**src/rtl/sn54ls_pkg.sv**
```systemverilog
// Shared definitions for the SN54LS-series counter models (161/163/169).
// Contents:
//   SN54LS_CNT_WIDTH_DEF - default counter width
//   SN54LS_CNT_MOD_DEF   - default counter modulus
//   cnt_dir_e            - count direction
//   sn54ls_is_terminal   - terminal-count predicate (up: q==modulus-1, down: q==0)
package sn54ls_pkg;

  localparam int unsigned SN54LS_CNT_WIDTH_DEF = 4;
  localparam int unsigned SN54LS_CNT_MOD_DEF   = 16;

  typedef enum logic {
    DIR_DOWN = 1'b0,
    DIR_UP   = 1'b1
  } cnt_dir_e;

  // q is zero-extended by the caller to 16 bits, the widest legal counter.
  function automatic logic sn54ls_is_terminal(input logic [15:0] q,
                                              input logic        up,
                                              input int unsigned modulus);
    logic [15:0] last;
    last = 16'(modulus - 1);
    return up ? (q == last) : (q == '0);
  endfunction

endpackage

```
**src/rtl/sn54ls_tc_detect.sv**
```systemverilog
// Combinational terminal-count and ripple-carry detection for SN54LS counters.
// Ports:
//   q   - current counter state
//   ent - count enable T; gates rco only
//   dir - count direction (DIR_UP / DIR_DOWN)
//   tc  - terminal count reached, ungated
//   rco - ripple carry out = ent & tc
module sn54ls_tc_detect
  import sn54ls_pkg::*;
#(
  parameter int unsigned WIDTH   = SN54LS_CNT_WIDTH_DEF,
  parameter int unsigned MODULUS = SN54LS_CNT_MOD_DEF
) (
  input  logic [WIDTH-1:0] q,
  input  logic             ent,
  input  cnt_dir_e         dir,
  output logic             tc,
  output logic             rco
);

  logic [15:0] q_ext;

  always_comb begin
    q_ext            = '0;
    q_ext[WIDTH-1:0] = q;
    tc               = sn54ls_is_terminal(q_ext, dir == DIR_UP, MODULUS);
    rco              = ent & tc;
  end

endmodule

```
**src/rtl/sn54ls161.sv**
```systemverilog
// Synchronous presettable binary counter modelled on the SN54LS161.
// Asynchronous active-low clear, synchronous active-low load (priority over
// counting), dual count enables, combinational ripple-carry output.
// Optional build macro SN54LS161_UPDOWN_EN adds i_U_D (1 = up, 0 = down),
// SN54LS169 style; without it the counter is up-only.
// Ports:
//   i_CLK    - clock, rising-edge active
//   i_CLR_N  - asynchronous active-low clear
//   i_LOAD_N - synchronous active-low parallel load
//   i_ENP    - count enable P (does not gate RCO)
//   i_ENT    - count enable T (gates RCO)
//   i_U_D    - count direction (only with SN54LS161_UPDOWN_EN)
//   i_D      - parallel load data, i_D[0] = pin A
//   o_Q      - counter state, o_Q[0] = QA
//   o_RCO    - ripple carry out, combinational
module sn54ls161
  import sn54ls_pkg::*;
#(
  parameter int unsigned WIDTH   = SN54LS_CNT_WIDTH_DEF,
  parameter int unsigned MODULUS = SN54LS_CNT_MOD_DEF
) (
  input  logic             i_CLK,
  input  logic             i_CLR_N,
  input  logic             i_LOAD_N,
  input  logic             i_ENP,
  input  logic             i_ENT,
`ifdef SN54LS161_UPDOWN_EN
  input  logic             i_U_D,
`endif
  input  logic [WIDTH-1:0] i_D,
  output logic [WIDTH-1:0] o_Q,
  output logic             o_RCO
);

  localparam logic [WIDTH-1:0] LAST = WIDTH'(MODULUS - 1);

  logic [WIDTH-1:0] q_reg;
  logic [WIDTH-1:0] q_next;
  logic             tc;
  cnt_dir_e         dir;

`ifdef SN54LS161_UPDOWN_EN
  assign dir = i_U_D ? DIR_UP : DIR_DOWN;
`else
  assign dir = DIR_UP;
`endif

  sn54ls_tc_detect #(
    .WIDTH   (WIDTH),
    .MODULUS (MODULUS)
  ) u_tc (
    .q   (q_reg),
    .ent (i_ENT),
    .dir (dir),
    .tc  (tc),
    .rco (o_RCO)
  );

  // tc covers the terminal value; q_reg > LAST catches out-of-range loads,
  // which both directions fold back into the legal range on the next count.
  always_comb begin
    q_next = q_reg;
    if (!i_LOAD_N) begin
      q_next = i_D;
    end else if (i_ENP && i_ENT) begin
      if (dir == DIR_UP) begin
        q_next = (tc || (q_reg > LAST)) ? '0 : q_reg + 1'b1;
      end else begin
        q_next = (tc || (q_reg > LAST)) ? LAST : q_reg - 1'b1;
      end
    end
  end

  always_ff @(posedge i_CLK or negedge i_CLR_N) begin
    if (!i_CLR_N) begin
      q_reg <= '0;
    end else begin
      q_reg <= q_next;
    end
  end

  assign o_Q = q_reg;

endmodule
```
**config.mk**
```make
export PLATFORM = sky130hd
export DESIGN_NAME = sn54ls161
export DESIGN_NICKNAME = d
export VERILOG_FILES = /design/src/rtl/sn54ls_pkg.sv /design/src/rtl/sn54ls_tc_detect.sv /design/src/rtl/sn54ls161.sv
export SDC_FILE = /design/constraint.sdc
export NUM_CORES = 1
export LEC_CHECK = 0
export ABC_AREA = 1
export CAP_MARGIN = 20
export CORE_AREA = 2 2 39 41
export DETAILED_ROUTE_END_ITERATION = 10
export DIE_AREA = 0 0 41 43
export PLACE_DENSITY = 0.54
export SKIP_CTS_REPAIR_TIMING = 1
export SLEW_MARGIN = 20
export SYNTH_ARGS = -nofsm -noshare
export SYNTH_HDL_FRONTEND = slang
export SYNTH_HIERARCHICAL = 1
export SYNTH_SLANG_ARGS = --single-unit
```
**constraint.sdc**
```tcl
create_clock -name i_CLK -period 1.8 [get_ports i_CLK]
set_clock_uncertainty 0.1 [all_clocks]
set_input_delay 0.45 -clock i_CLK [delete_from_list [all_inputs] [get_ports i_CLK]]
set_output_delay 0.45 -clock i_CLK [all_outputs]
set_load 0.02 [all_outputs]
```
==> run_1/port_nets.png <==
Bar = 10 um.
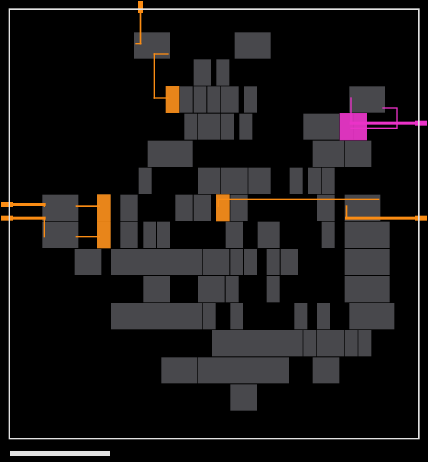
Key: `i_D` = orange [bits 4, direction input, edge 2 west, 1 north, 1 east, end cells 4, wire 48.2 um]; `i_ENT` = magenta [bits 1, direction input, edge east, end cells 2, wire 16.9 um]
Port Buffer Count: 13
IO Pins: 14

==> run_1/density.png <==
Bar = 10 um. 8 x 9 tiles, from black (low) to pale yellow (high), 0 to 100% covered.
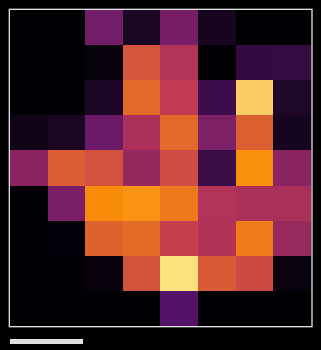
The emptiest ninth of the die: north-west. The fullest tile reaches 94%. The mean over all tiles is 29%. The densest ninth of the die: center.
core area: 0.001384 mm2
Core Util at FP: 0.2315
final core utilization: 0.3888

==> run_1/pdn.png <==
Bar = 10 um. Pins as bars on the die edge.
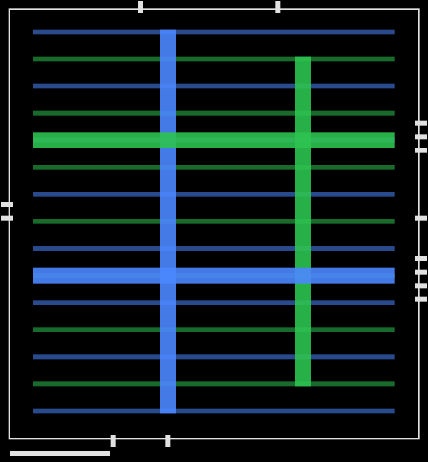
Key: VSS = blue; VDD = green
2 straps on met4. The core has 14 rows. 15 met1 rails follow the rows. 14 signal pins sit on the boundary. 2 straps on met5.
IR drop worst, VDD: 0.4614 mV
Die Width: 41 um
Die Height: 43 um

==> notes.md, run 1 <==
impl run done, here's what came out: Area-dominant class combinational gates, Worst Path Buf+Inv 3, placed wire-length estimate approximately 620 um, critical-path maximum fanout 2, comb_multi_in 39, Post-DP Area 508.0 um2, M2 GR Usage 0.1625, Place WS -0.4106 ns, row cnt 14, time the worst path needs with I/O delays and setup 1.752 ns, status completed, Clock buf/inv share 0.04186, placed cells a little under 90, total congestion overflow 0, iteration-0 DRC count of the detailed router 3, Crit path required time 1.25 ns, final setup fails 0, Worst Reg-to-Reg Cells 5, Wirelength per Cell 8.311 um, CP startpoint kind input port, count leader, synth nand2_1, Largest register FFs 4, filler cell count around 150, Setup CP Type input port to primary output, Non-CTS buffers 18, crit path launch i_ENT, ao+oa area frac 0.02734, Total Power 0.0003560 W, Synth Area in XOR/XNOR 0, first-pass GRT wire length 1.186 mm, NonClk Buf Share 0.3256, wire length on met1 about 310 um, CTS tree done, dominant cell type by area after synthesis dfrtp_1, FF-to-FF End o_Q[2], Routed met3 length 77 um, TritonRoute pass-1 iters 4, FMAX 0.5707 GHz, Tcrit/Tclk final 0.9735, YS chip area ~320 um2, Well Taps 16, Late-Pin Clk Latency 0.23 ns, Commonest flop dfrtp_1, crit path DAT around 1.2 ns, Synth Seq Share 0.3125, CP Capture Type primary output, Syn Inst Count 53, NetSw 0.0001096 W
==> inputs of run 2 (changes only) <==
--- a/config.mk
+++ b/config.mk
@@ -12,7 +12,7 @@
 export DIE_AREA = 0 0 41 43
 export PLACE_DENSITY = 0.54
 export SKIP_CTS_REPAIR_TIMING = 1
-export SLEW_MARGIN = 20
+export SLEW_MARGIN = 10
 export SYNTH_ARGS = -nofsm -noshare
 export SYNTH_HDL_FRONTEND = slang
 export SYNTH_HIERARCHICAL = 1
==> run_2/port_nets.png <==
Bar = 10 um.
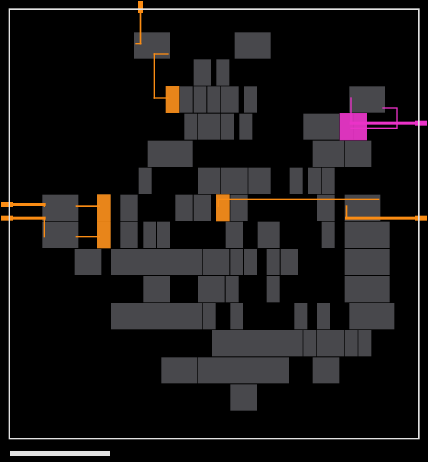
Key: `i_ENT` = magenta [bits 1, direction input, edge east, end cells 2, wire 16.9 um]; `i_D` = orange [bits 4, direction input, edge 2 west, 1 north, 1 east, end cells 4, wire 48.2 um]

==> notes.md, run 2 <==
impl run done, here's what came out: Synth Seq Share 0.3125 (unchanged), Tcrit/Tclk final 0.9735 (unchanged), Crit path required time 1.25 ns (about the same), status completed, share of total power in combinational logic 0.402, dominant logic cell type in the layout nand2_1, Remaining DRCs 0, ao+oa area frac 0.02734 (unchanged), Syn Inst Count 53 (unchanged), RSZ-0062 raised after global routing false, Well Taps 16 (unchanged), Core Util at FP 0.2315 (unchanged), final cell count without fillers 90, FFs & Latches 4, CP Capture Point o_RCO, pwr/cell area 661.6 mW/mm2, Setup TNS Final 0 ns, Wirelength per Cell 8.311 um (unchanged), Port Buffer Count 13 (unchanged), FF-to-FF End o_Q[2], dominant cell type by area after synthesis dfrtp_1, critical-path cell with the highest stage delay clkdlybuf4s50_1, NetSw 0.0001096 W (unchanged), filler cell count 152 (unchanged), number of cells in Yosys stat 53, crit path launch i_ENT, Top Consumer combinational cells, maximum clock insertion buffer count 2, CP Capture Type primary output, Die Width 41 um (unchanged), DR vias/cell 4.022, Post-DP Area 508.0 um2 (unchanged), iteration-0 DRC count of the detailed router 3 (unchanged), final setup fails 0 (unchanged), Place WS -0.4106 ns (unchanged), count leader, synth nand2_1, IR drop worst, VDD 0.4614 mV (unchanged), Total Power 0.0003560 W (unchanged), GP Congestion 0.7347, placed wire-length estimate 617.1 um (unchanged), IO Pins 14 (unchanged), metal2 WL 349 um, Yosys warning total 6, total congestion overflow 0 (unchanged), LEAKAGE about 0.34 nW, row cnt 14 (unchanged), Late-Pin Clk Latency 0.23 ns (about the same), FMAX 0.5707 GHz (unchanged), Clock buf/inv share 0.04186 (unchanged), R2R Setup Slk 0.44 ns, worst min path class input port to async pin, Mux area share 0, Largest register FFs 4 (unchanged), wire length on met1 313 um (unchanged), final core utilization 0.3888 (unchanged), combinational cell power 0.000143 W, Area-dominant class combinational gates, synth cell count leaders nand2_1 (18), inv_1 (10), nand3_1 (10), comb_multi_in 39 (unchanged), Final ANT Viol Nets 0, Worst Reg-to-Reg Cells 5 (unchanged), M2 GR Usage 0.1625 (unchanged), first-pass GRT wire length 1.186 mm (unchanged), Synth Cell Area 320.3 um2, core area 0.001384 mm2 (unchanged), Worst Path Buf+Inv 3 (unchanged), YS chip area 320.3 um2 (unchanged), placed cells 87 (unchanged), CTS tree done, Max stage delay on crit path 0.47 ns, largest net degree at the start of global routing 8, time the worst path needs with I/O delays and setup 1.752 ns (unchanged), crit path DAT 1.20 ns (about the same), top sig layer met4, seq pwr between 0.0001 and 0.00015 W, Non-CTS buffers 18 (unchanged), Synth Area in XOR/XNOR 0 (unchanged), Die Height 43 um (unchanged), Commonest flop dfrtp_1, Routed met3 length 77 um (unchanged), NonClk Buf Share 0.3256 (unchanged), Num CTS Buffers 3, TritonRoute pass-1 iters 4 (unchanged), CP startpoint kind input port, critical-path maximum fanout 2 (unchanged), Setup CP Type input port to primary output
Power and IR drop assume default switching activity.
